Design fb_wr_arbiter, sky130hd; sources not shown.
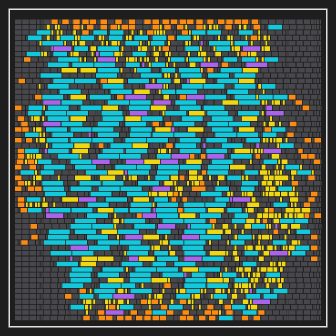
*Placement by cell class, run 1*
Fill, decap, tap and diode cells in grey.
legend:
  combinational and other logic:
    colour: yellow
    cells: 451
    share_of_their_area: 24%
  flops:
    colour: cyan
    cells: 286
    share_of_their_area: 57%
  other buffers and delay cells:
    colour: orange
    cells: 148
    share_of_their_area: 11%
  clock drivers and dummy loads:
    colour: purple
    cells: 54
    share_of_their_area: 7.1%
post-route core utilization: 0.572
floorplan row count: 56
post-layout instance area: 13500 µm²
sequential fraction of total cell area: 0.557

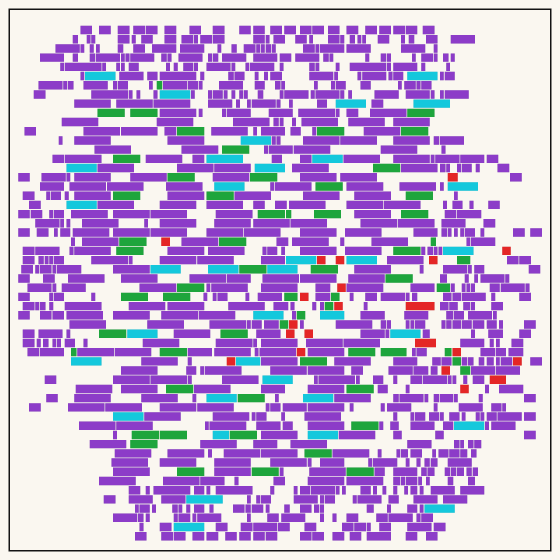
*Cell sizes after repair, run 1*
legend:
  _2 cells:
    colour: green
    cells: 60
    most_used: mux4_2
  _3 and _4 cells:
    colour: red
    cells: 21
    most_used: buf_4
  _0 and _1 cells:
    colour: purple
    cells: 823
    most_used: edfxtp_1
  _6 and larger:
    colour: cyan
    cells: 35
    most_used: clkbuf_16
area delta synth->final: 24.0%
Final WS setup: 1.23 ns

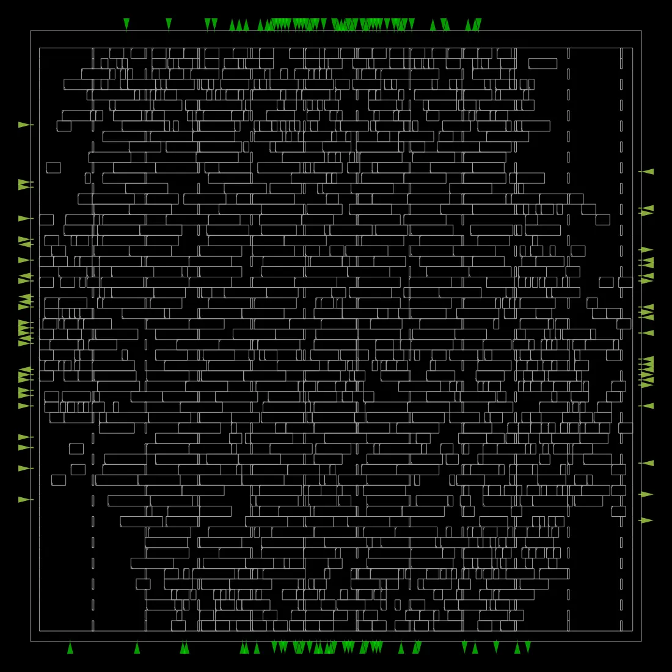
*Cell placement, run 1*
Fill cells: 1900
Core Region: 23600 µm²
final std cells w/o fill: 1259
flip-flops: 286

==> flow_summary_export.csv, run 1 <==
group,metric,value,unit
synthesis,syn-instance-count,788,
power,power.share.switching,0.300,
detailed_routing,first_pass_iters,5,
power,seqPwrFrac,0.448,
finish,layout_top_cell,"edfxtp_1",
synthesis,synth.distinct_cells,43,
synthesis,yosys_warnings,0,
place,place.port_buffers,131,
die,fp-utilization,0.461,
synthesis,aoi_share,0.0650,
place,dp_hpwl,15.4,mm
synthesis,synth_async_sr_flop_share,0,
power,power_leader,"registers",
synthesis,synth-edff-count,180,
critical_path,reg2reg_depth,7,
critical_path,cp.arrival,3.02,ns
power,totalPowerFinal,8.36,mW
synthesis,ys_chip_area,10900,µm²
clocking,clk_pin_slew_worst_paths,0.06,ns
final_timing,period_needed,2.77,ns
synthesis,yosys-top-cells-count,"edfxtp_1 (180), nand2_1 (166), dfxtp_1 (106)",
die,dieArea,25500,µm²
detailed_routing,ant_nets,0,
clocking,numCtsBuffers,29,
grt,overflow,0,
clocking,ctsHoldBuffers,0,
clocking,cts_tree,"done",
final_timing,finalCritPeriodShare,0.693,
synthesis,yosysSeqAreaShare,0.691,
critical_path,worstSetupPathType,"flip-flop to flip-flop",
synthesis,synth_nets,880,
critical_path,r2r_slack,1.23,ns
run_status,outcome,"finished clean",
grt,grt_usage,0.191,
final_timing,whs,0.456,ns
worst_hold_path,hold_path_depth,2,
place,place_inst,1204,
grt,grt_antenna_before_repair,1,
synthesis,ff_type,"edfxtp_1",
synthesis,synthesis.area,10900,µm²
clocking,h-tree-depth,1,
die,die_h,160,µm
power,comb-power,1.98,mW
synthesis,largest_area_cell,"edfxtp_1",
finish,lay_top_cells,"edfxtp_1 (180), nand2_1 (165), clkdlybuf4s50_1 (130), dfxtp_1 (104), nor2_1 (64)",
power,irDropWorstVdd,332,µV
critical_path,required,4.24,ns
synthesis,area_leaders,"edfxtp_1 (50%), dfxtp_1 (19%), mux4_2 (9.3%)",
place,placed_area,12600,µm²
finish,drive_gt1_frac,0.124,
grt,grt_pass1_wl,38.1,mm
synthesis,logic_family,"multiplexers",
finish,num-nets-final,1008,
job,warnings,30,
synthesis,yosysMostFrequentCell,"edfxtp_1",
clocking,post_cts_resized,0,
power,p_int,5.85,mW
detailed_routing,vias,6758,
power,p_seq,3.74,mW
-- run 1: worst max-delay path: stages, from the launching register on --
cell      delay, ns
dfxtp_1        0.37
inv_1          0.06
ha_1           0.20
nand3_1        0.32
nand2_1        0.15
a21boi_0       0.64
and2_2         0.47
buf_4          0.27
-- run 1: layout make-up --
cell class / count / area (µm²)
inverters: 12 / 45.0
well taps: 319 / 399
clock inverters: 14 / 158
fillers: 1900 / 10100
multi-input cells: 439 / 3150
clock buffers: 40 / 777
flip-flops and latches: 286 / 7530
repair buffers: 148 / 1450
diodes: 1 / 2.50
-- run 1: metal layers --
layer,track usage,share of wire
met1,0.276,0.48
met2,0.305,0.47
met3,0.0258,0.037
met4,0.0525,0.016
met5,0,0
### Wiring by layer, run 1

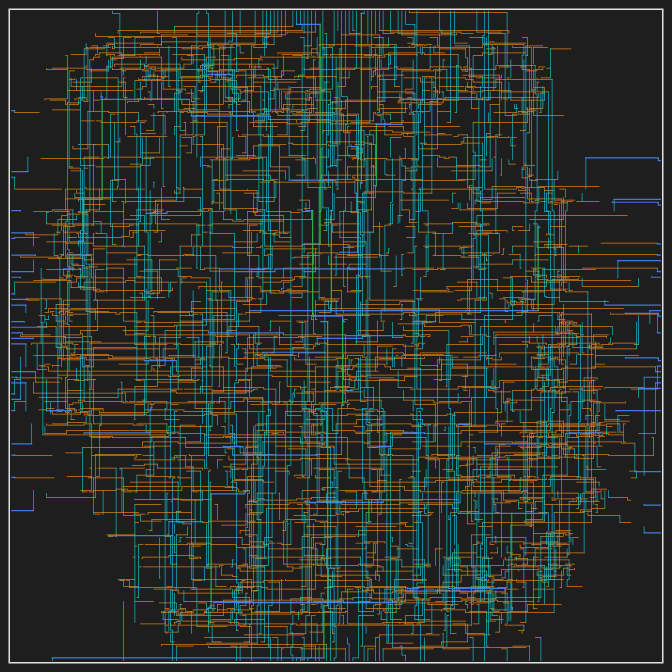

--- run 2 (diff from run 1) ---
- PLACE_DENSITY: 0.64 -> 0.66
- clock period: 4 -> 2.4 ns (I/O delays scaled with it)
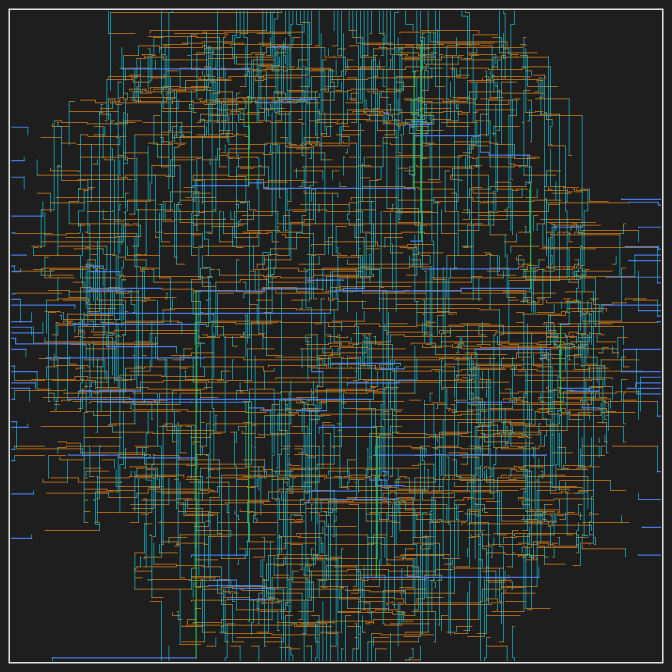
*Wiring by layer, run 2*
legend:
  metal 3:
    colour: blue
    wire_length: 1220 µm
  metal 1:
    colour: orange
    wire_length: 11200 µm
  metal 2:
    colour: cyan
    wire_length: 12100 µm
  metal 4:
    colour: green
    wire_length: 305 µm
drt wl/cell: 19.3 µm
routed wire length: 24.8 mm
GRT Total Usage: 0.194

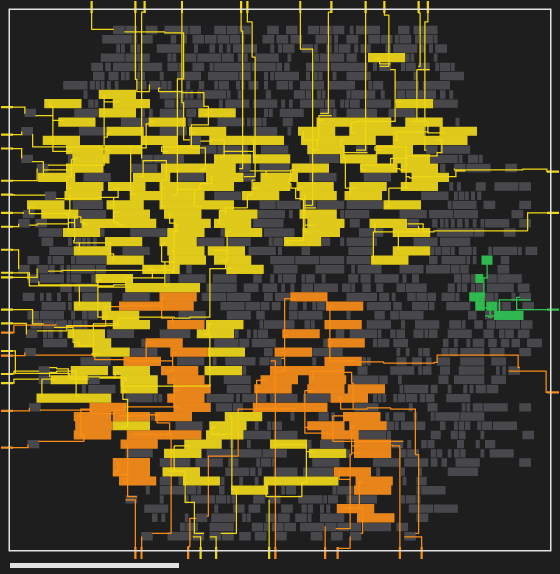
*Nets reached from selected ports, run 2*
Bar = 50 µm.
legend:
  mcu_data:
    colour: yellow
    direction: input
    end_cells: 128
    buffers: 32
    wire: 2150 µm
  mcu_wr:
    colour: green
    direction: input
    end_cells: 6
    buffers: 2
    wire: 57.7 µm
  mcu_addr:
    colour: orange
    direction: input
    end_cells: 52
    buffers: 13
    wire: 891 µm
Buffers on Ports: 131
Ports: 132

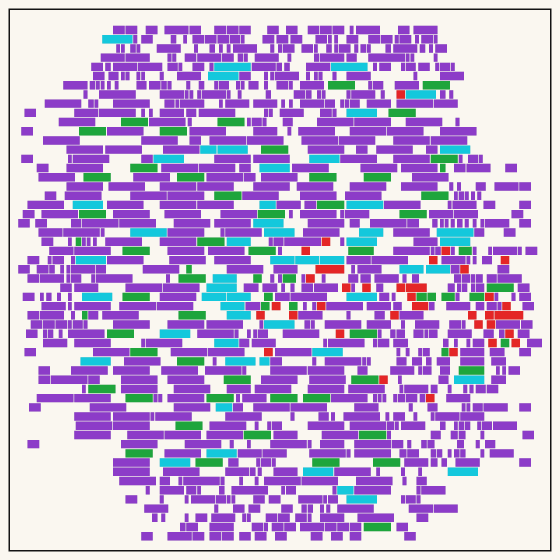
*Cell sizes after repair, run 2*
legend:
  _3 and _4 cells:
    colour: red
    cells: 35
    most_used: buf_4
  _6 and larger:
    colour: cyan
    cells: 52
    most_used: clkbuf_16
  _0 and _1 cells:
    colour: purple
    cells: 813
    most_used: edfxtp_1
  _2 cells:
    colour: green
    cells: 64
    most_used: mux4_2
area delta synth->final: 28.0%
post-layout instance area: 13900 µm²

==> flow_summary_export.csv, run 2 <==
group,metric,value,unit
run_status,outcome,"finished clean",
job,warnings,31,
critical_path,cp.arrival,1.77,ns
place,dp_hpwl,16.3,mm
synthesis,synth_async_sr_flop_share,0,
grt,overflow,0,
die,taps,319,
grt,grt_util_met1,0.277,
grt,grt_pass1_wl,39.1,mm
final_timing,period_needed,2.25,ns
clocking,numCtsBuffers,29,
finish,nNonClkBuffers,173,
finish,drive_gt1_frac,0.157,
finish,lay_top_cells,"edfxtp_1 (180), nand2_1 (165), clkdlybuf4s50_1 (129), dfxtp_1 (103), nor2_1 (64)",
synthesis,yosysMostFrequentCell,"edfxtp_1",
clocking,cts_tree,"done",
finish,combGateArea,3170,µm²
die,core.rowCount,56,
synthesis,largest_area_cell,"edfxtp_1",
synthesis,post_synth.cell_area_avg,13.8,µm²
detailed_routing,wl_met2,12.1,mm
finish,dominant_cells,"registers",
finish,bufAreaShareNonClock,0.128,
worst_hold_path,hold_path_depth,2,
finish,flops,286,
finish,nMultiInputCombCells,439,
finish,layout_top_cell,"edfxtp_1",
finish,fin_cells,1283,
critical_path,critPathTopFamily,"buffers and inverters",
power,irDropWorstVdd,530,µV
place,placed_area,12900,µm²
place,place_inst,1229,
synthesis,synth-edff-count,180,
final_timing,fin_ws,0.150,ns
detailed_routing,top_layer_used,"met4",
finish,fill_cells,1902,
finish,seq_area_frac,0.540,
die,fp-utilization,0.461,
die,die_h,160,µm
critical_path,max_stage_delay,0.84,ns
final_timing,whs,0.313,ns
finish,clk_share,0.0721,
critical_path,worstSetupPathType,"flip-flop to primary output",
critical_path,reg2reg_depth,8,
detailed_routing,wl_met3,1.22,mm
finish,sh_comb_area,0.228,
synthesis,ys_chip_area,10900,µm²
clocking,h-tree-depth,1,
critical_path,slowest_stage,"clkdlybuf4s50_1",
synthesis,area_leaders,"edfxtp_1 (50%), dfxtp_1 (19%), mux4_2 (9.3%)",
synthesis,synth.distinct_cells,43,
grt,met2_usage,0.318,
critical_path,r2r_slack,0.19,ns
synthesis,synthesis.area,10900,µm²
die,dieArea,25500,µm²
grt,grt_antenna_before_repair,0,
grt,grt_max_degree,71,
synthesis,yosys-top-cells-count,"edfxtp_1 (180), nand2_1 (166), dfxtp_1 (106)",
detailed_routing,first_pass_iters,5,
critical_path,required,1.92,ns
finish,diodes,0,
finish,inv_count,12,
detailed_routing,ant_nets,0,
finish,num-nets-final,1033,
finish,post-route-util,0.591,
synthesis,syn-instance-count,788,
critical_path,critical_path.cell_chain,"clkdlybuf4s50_1",
final_timing,slew_violations,0,
final_timing,finalCritPeriodShare,0.938,
synthesis,yosys_warnings,0,
clocking,clk_pin_slew_worst_paths,0.06,ns
synthesis,yosysSeqAreaShare,0.691,
critical_path,crit_cells,1,
detailed_routing,wl_met1,11.2,mm
grt,grt-busiest-layer,"met2",
critical_path,path_buffers,1,
final_timing,rsz0062_at_grt,"no",
finish,n_clock_buffer,40,
die,core_region_area,23600,µm²
finish,seq_area,7530,µm²
synthesis,ff_type,"edfxtp_1",
==> run 2: cell counts after synthesis <==
No cell type changed its count.
==> run 2: cell families (layout without fill, tap and decap cells) <==
group           count (synthesis)  count (layout)  share of synthesized area
simple gates                  267             267                      0.100
flops                         286             286                      0.691
mux                            55              55                      0.103
compound gates                 99              99                     0.0650
fa+ha+maj                       9               9                     0.0110
buf+inv                        63             239                     0.0230
xor+xnor                        9               9                    0.00724
==> run 2: what timing repair did <==
item | CTS | global route
hold endpoints to repair | 0 | 0
gates resized | 0 | 6
setup endpoints to repair | 0 | 2
hold buffers | 0 | 0
==> run 2: power breakdown <==
part	total [mW]	switching (mW)	internal [mW]	leakage, nW
Combinational	3.67	2.13	1.54	1.66
Clock	4.67	1.80	2.88	0.490
Sequential	6.11	0.328	5.78	2.52
No activity file was given, so power comes from the tool's default toggle rates.
